--- src/rtl/core_pkg.sv ---
// core_pkg: shared front-end constants and fetch state encoding.
// Contents: reset/trap vectors, NOP encoding and the fetch FSM state type.
package core_pkg;
    localparam logic [31:0] RESET_PC  = 32'h0000_0000;
    localparam logic [31:0] TRAP_VEC  = 32'h0000_0100;
    localparam logic [31:0] NOP_INSTR = 32'h0000_0013;
    typedef enum logic [1:0] {IDLE, REQ, WAIT} fetch_state_t;
endpackage

--- src/rtl/fetch_sequencer_pc_reg.sv ---
// fetch_sequencer_pc_reg: program counter register with load enable.
// Ports: i_clk, i_rst_n (async, active low), i_load, i_next_pc -> o_pc.
module fetch_sequencer_pc_reg #(
    parameter logic [31:0] RESET_PC = 32'h0000_0000
) (
    input  logic        i_clk,
    input  logic        i_rst_n,
    input  logic        i_load,
    input  logic [31:0] i_next_pc,
    output logic [31:0] o_pc
);
    logic [31:0] r_pc;
    always_ff @(posedge i_clk or negedge i_rst_n)
        if (!i_rst_n) r_pc <= RESET_PC;
        else if (i_load) r_pc <= i_next_pc;
    assign o_pc = r_pc;
endmodule

--- src/rtl/fetch_sequencer.sv ---
// fetch_sequencer: PC selection, single-outstanding imem fetch and one-entry decode buffer.
// Ports: i_clk, i_rst_n; imem request (o_imem_req_valid/addr, i_imem_req_ready);
// imem response (i_imem_rsp_valid/data); i_redirect_valid/pc, i_trap_valid;
// decode side (o_id_valid/instr/pc, i_id_ready); o_pc, o_fetch_misalign.
module fetch_sequencer
    import core_pkg::*;
(
    input  logic        i_clk,
    input  logic        i_rst_n,
    output logic        o_imem_req_valid,
    input  logic        i_imem_req_ready,
    output logic [31:0] o_imem_req_addr,
    input  logic        i_imem_rsp_valid,
    input  logic [31:0] i_imem_rsp_data,
    input  logic        i_redirect_valid,
    input  logic [31:0] i_redirect_pc,
    input  logic        i_trap_valid,
    output logic        o_id_valid,
    input  logic        i_id_ready,
    output logic [31:0] o_id_instr,
    output logic [31:0] o_id_pc,
    output logic [31:0] o_pc,
    output logic        o_fetch_misalign
);
    fetch_state_t r_state;
    logic         r_stale, r_buf_valid, r_misalign;
    logic [31:0]  r_req_pc, r_buf_instr, r_buf_pc;
    logic         w_flush, w_misaligned, w_hs, w_write;
    logic [31:0]  w_pc, w_next_pc;

    assign w_flush      = i_redirect_valid | i_trap_valid;
    assign w_misaligned = i_redirect_valid & ~i_trap_valid & (i_redirect_pc[1:0] != 2'b00);
    // A new request is offered only if the buffer can take its response.
    assign o_imem_req_valid = (r_state == REQ) & (~r_buf_valid | i_id_ready);
    assign w_hs      = o_imem_req_valid & i_imem_req_ready;
    assign w_write   = (r_state == WAIT) & i_imem_rsp_valid & ~r_stale & ~w_flush;
    assign w_next_pc = (i_trap_valid | w_misaligned) ? TRAP_VEC :
                       i_redirect_valid ? i_redirect_pc : w_pc + 32'd4;

    fetch_sequencer_pc_reg #(.RESET_PC(RESET_PC)) pc_reg (
        .i_clk     (i_clk),
        .i_rst_n   (i_rst_n),
        .i_load    (w_flush | w_hs),
        .i_next_pc (w_next_pc),
        .o_pc      (w_pc)
    );

    always_ff @(posedge i_clk or negedge i_rst_n) begin
        if (!i_rst_n) begin
            r_state     <= IDLE;
            r_stale     <= 1'b0;
            r_req_pc    <= '0;
            r_buf_valid <= 1'b0;
            r_buf_instr <= '0;
            r_buf_pc    <= '0;
            r_misalign  <= 1'b0;
        end else begin
            r_misalign <= w_misaligned;
            case (r_state)
                IDLE: r_state <= REQ;
                REQ: if (w_hs) begin
                    r_state  <= WAIT;
                    r_req_pc <= w_pc;
                    r_stale  <= w_flush;
                end
                // A response arriving with a redirect is dropped here, so stale never outlives it.
                WAIT: if (i_imem_rsp_valid) begin
                    r_state <= REQ;
                    r_stale <= 1'b0;
                end else if (w_flush) r_stale <= 1'b1;
                default: r_state <= IDLE;
            endcase
            if (w_flush) r_buf_valid <= 1'b0;
            else if (w_write) begin
                r_buf_valid <= 1'b1;
                r_buf_instr <= i_imem_rsp_data;
                r_buf_pc    <= r_req_pc;
            end else if (r_buf_valid & i_id_ready) r_buf_valid <= 1'b0;
        end
    end

    assign o_imem_req_addr  = w_pc;
    assign o_pc             = w_pc;
    assign o_id_valid       = r_buf_valid;
    assign o_id_instr       = r_buf_instr;
    assign o_id_pc          = r_buf_pc;
    assign o_fetch_misalign = r_misalign;
endmodule

--- config.mk ---
export PLATFORM = sky130hd
export DESIGN_NAME = fetch_sequencer
export DESIGN_NICKNAME = d
export VERILOG_FILES = /design/src/rtl/core_pkg.sv /design/src/rtl/fetch_sequencer_pc_reg.sv /design/src/rtl/fetch_sequencer.sv
export SDC_FILE = /design/constraint.sdc
export NUM_CORES = 1
export LEC_CHECK = 0
export CAP_MARGIN = 15
export CORE_MARGIN = 1
export CORE_UTILIZATION = 45
export DETAILED_ROUTE_END_ITERATION = 7
export HOLD_SLACK_MARGIN = 0.08
export PLACE_DENSITY = 0.85
export SLEW_MARGIN = 10
export SYNTH_ARGS = -nofsm -noshare
export SYNTH_HDL_FRONTEND = slang
export SYNTH_SLANG_ARGS = --single-unit
--- constraint.sdc ---
create_clock -name i_clk -period 2.3 [get_ports i_clk]
set_input_delay 0.575 -clock i_clk [delete_from_list [all_inputs] [get_ports i_clk]]
set_output_delay 0.575 -clock i_clk [all_outputs]
set_load 0.005 [all_outputs]
==> datasheet_impl.txt <==
Characteristics after synthesis and place and route

Parameter                              Value

Setup path
  Launch point of the critical path    pc_reg.o_pc[15]
  Startpoint kind of the worst setup timing path    flop
  Origin of the critical flop-to-flop path    pc_reg.o_pc[6]
  Largest stage delay on the critical path    0.57 ns
  Series of cell instances along the critical path    clkdlybuf4s50_1
  CP max-delay cell    clkdlybuf4s50_1
  WP data required    ~1.7 ns
  CP delay by family, top    buffers and inverters
  Largest driver fanout on the critical path    9
  Classification of the worst setup path    flop to primary output
  Arrival time of data at the critical path endpoint    approximately 1.5 ns
  Worst path bufs/invs    1
  Endpoint class of the critical path    primary output

Synth
  Synth cell count leaders    dfrtp_1, nand2_1, mux2_2
  Syn nets    621
  Most frequently used flop master after synthesis    dfrtp_1
  Post-synthesis cell area    between 5000 and 6000 um2
  Syn avg cell area    10.9 um2
  Share of the synthesized area in the top cell type    0.556
  Most common cell in the synthesized netlist    dfrtp_1
  Cell type with the highest aggregate area in the netlist    dfrtp_1
  Async S/R FF share, synth    1.00
  Cell types with the largest area share after synthesis    dfrtp_1, mux2_2, nand2_1, buf_4, o21ai_0
  Post-synthesis cell count    549
  Share of the yosys chip area belonging to registers    0.556
  Chip area line of the yosys report    5990 um2
  Total number of yosys warnings    0
  Number of cell instances after yosys synthesis    549
  Unique cell types    50
  Post-synthesis register bit count    133
  Flip-flops with a built-in enable    0

Die
  Overall die width    ~120 um
  I/O pin total    202
  Row count    41
  Vert. Die Dim    117 um
  Overall chip area    13800 um2

CTS
  Total clock buffers created by CTS    17
  TritonCTS sink count    133
  Worst skew pair latency    between 0.4 and 0.5 ns
  Clock slew at the register clock pins of the worst setup and hold paths    ~0.060 ns
  Root buffer cell    clkbuf_16
  TritonCTS clock tree    yes
  Max H-tree Level    4
  Maximum number of buffers from clock root to sink    2
  Number of hold buffers added after cts    0

Routing
  Post-route DRC violation count    0
  Mean number of vias per cell    between 5 and 6
  Drt first pass iters    5
  Post-route ant nets    0
  Initial DRC Count    418

Timing
  Number of pins exceeding their max-slew limit in the final report    0
  Highest achievable clock rate    474 MHz
  Final Hold Violating Endpoints    0
  Unrepaired setup endpoints after global routing    no
  Minimum clock period    2.11 ns
  Actual slew at the worst max-slew pin    0.550 ns
  Worst clock skew on the final layout    about 0.013 ns
  Final clock period utilization by the worst path    0.918
  Final WS setup    0.188 ns
  Number of failing setup endpoints in the final timing report    0
  Slew Limit Headroom    0.634

Layout
  Filler instances    ~890
  Share of final-layout standard cells stronger than drive strength 1    0.202
  Register area    between 3000 and 4000 um2
  Area added between synthesis and finish    47.8%
  Net count reported at finish    around 800
  Antenna cell count    0
  Multi-input logic area    2300 um2

Power and ir drop
  Static Leak    3.97 nW
  Total Power    0.00762 W
  Power density of the placed cells    ~860 nW/um2
  Largest vdd supply drop    0.609 mV

Worst hold path
  Type of the worst min-delay path    primary input to async pin

Placement
  Placed wire-length estimate after detailed placement    12100 um
  Port-buffer cells    201
  RePlAce Congestion    0.857
  Post-Place Setup Slack    -0.186 ns

GRT
  Antenna violations before repair    0
  Total congestion overflow after global routing    0
  Via count of the first global-routing pass    5313
  Global-route wire length before repair    27800 um
  Pin count of the biggest net entering global routing    between 50 and 60

Job
  Number of logged tool warnings    26
  Max-cap violations    0

Status
  Result of the run    finished clean
==> state kept, by name, summed over array words and instances, names as in the netlist <==
signal	flops
o_id_instr	32
o_id_pc	32
pc_reg.o_pc	32
r_req_pc	32
r_state	2
o_fetch_misalign	1
o_id_valid	1
r_stale	1
==> stage by stage <==
stage / TNS, ns / hold WS (ns) / std cells / area, um2
finish: 0 / 0.115 / 933 / 8850
global placement: -6.61 / 0.451 / 901 / 8240
global route: 0 / 0.150 / 933 / 8850
detailed placement: -8.67 / 0.461 / 901 / 8240
floorplan: 0 / 0.279 / 549 / 5990
CTS: 0 / 0.136 / 933 / 8850
==> worst paths after layout <==
path                                       endpoint  slack [ns]  cells past startpoint
max in group asynchronous              r_req_pc[13]        1.47                      2
worst min-delay path                     o_id_pc[8]        0.12                      1
worst max register to register      pc_reg.o_pc[27]        0.25                      5
worst min register to register          r_req_pc[7]        0.47                      2
worst max-delay path            o_imem_req_addr[15]        0.19                      1
min in group i_clk                      r_req_pc[7]        0.47                      2
==> per-layer routing <==
layer | share of wire | wire length (um) | vias to the layer above
li1 | - | - | 2258
met1 | 0.40 | 6960 | 2538
met2 | 0.50 | 8610 | 263
met3 | 0.061 | 1050 | 59
met4 | 0.038 | 664 | 0
met5 | 0 | 0 | -
==> layout by cell type (no fill, tap or decap), types with 8 or more instances in the layout <==
master,netlist,layout
a21oi_1,10,10
dfrtp_1,133,133
xor2_1,10,10
nand2_1,121,121
clkbuf_16,0,17
o21ai_0,31,31
nand4_1,13,13
nand3_1,11,10
clkdlybuf4s50_1,0,199
mux2_2,64,64
buf_4,32,34
xnor2_1,8,8
nor2_1,10,10
==> power by group <==
group          internal, W  total, W  switching (W)
logic              0.00111   0.00182       0.000715
registers          0.00277   0.00304       0.000275
clock network      0.00173   0.00276        0.00103
==> what timing repair did <==
action	4_1_cts	5_1_grt
gates resized	3	0
buffers inserted	0	0
endpoints found under the setup margin	1	0
==> kinds of logic after synthesis <==
| group | share of synthesized area |
|---|---|
| AOI/OAI and AO/OA | 0.0635 |
| xor gates and xnor gates | 0.0263 |
| adders and majority gates | 0.00209 |
| buffers and inverters | 0.0639 |
| DFF | 0.556 |
| muxes | 0.122 |
| and+or+nand+nor | 0.166 |
==> layout make-up <==
cell class	count	area share
repair buffers	241	0.270
inverters	4	0.00170
flip-flops and latches	133	0.376
clock buffers	19	0.0501
multi-input cells	351	0.260
well taps	172	0.0243
clock inverters	13	0.0178
wires.png
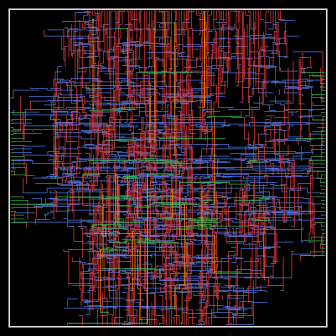
Green shows metal 3, wire length 1050 um. Red shows metal 2, wire length 8610 um. Blue shows metal 1, wire length 6960 um. Orange shows metal 4, wire length 665 um.
wire length reported by the detailed router: 17300 um
mean routed wirelength per cell: 18.5 um
overall via count from detail_route: 5118

layer_met2.png
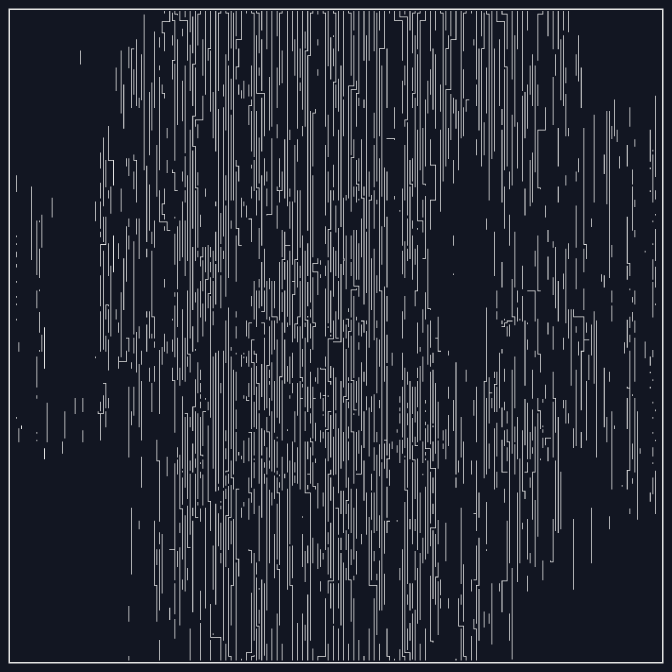
The layer holds 50% of the routed length. 743 nets have wire on it. The wires run mostly vertical.
met2 track demand over resource in global routing: 0.421

logic_types.png
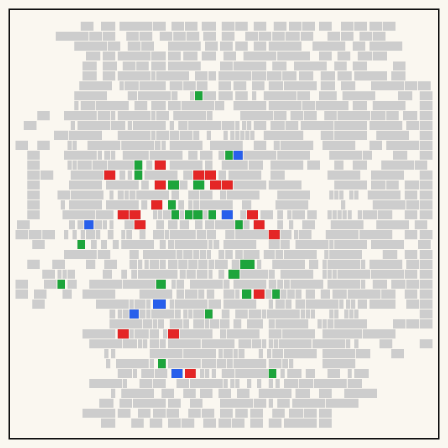
Green shows AND and OR gates, cells 22, where centre. Blue shows AND-OR and OR-AND gates, cells 6. Red shows XOR/XNOR gates, cells 18.
multi-input logic portion of the cell area: 0.260
leading cell type in the layout, fill and taps excluded: clkdlybuf4s50_1
post-route insts no fill: 933

cell_density.png
12 x 12 tiles, from white (low) to dark blue (high), 0 to 100% covered.
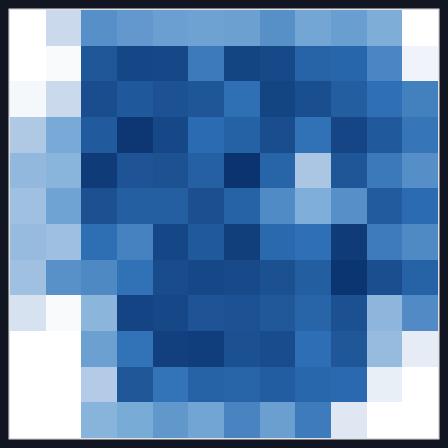
The fullest tile reaches 99%. 47% of the tiles are over 75% full. The mean over all tiles is 63%. The densest ninth of the die: centre.
Floorplan Core Area: 12800 um2
final core utilization: 0.693
Starting Density: 0.469

congestion.png
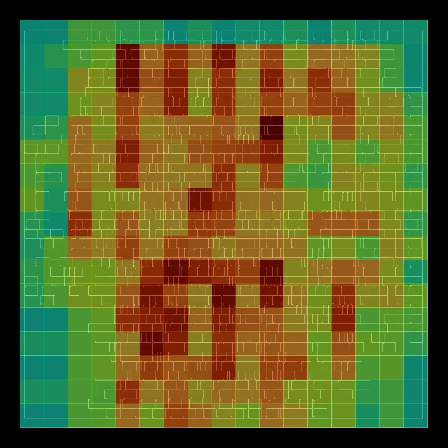
met3 usage: 0.0564
grt met1 use: 0.327
All-Layer GR Usage: 0.261
layer with the highest usage after global routing: met2

Power figures rest on the tool's default switching activity, not on a simulated workload.
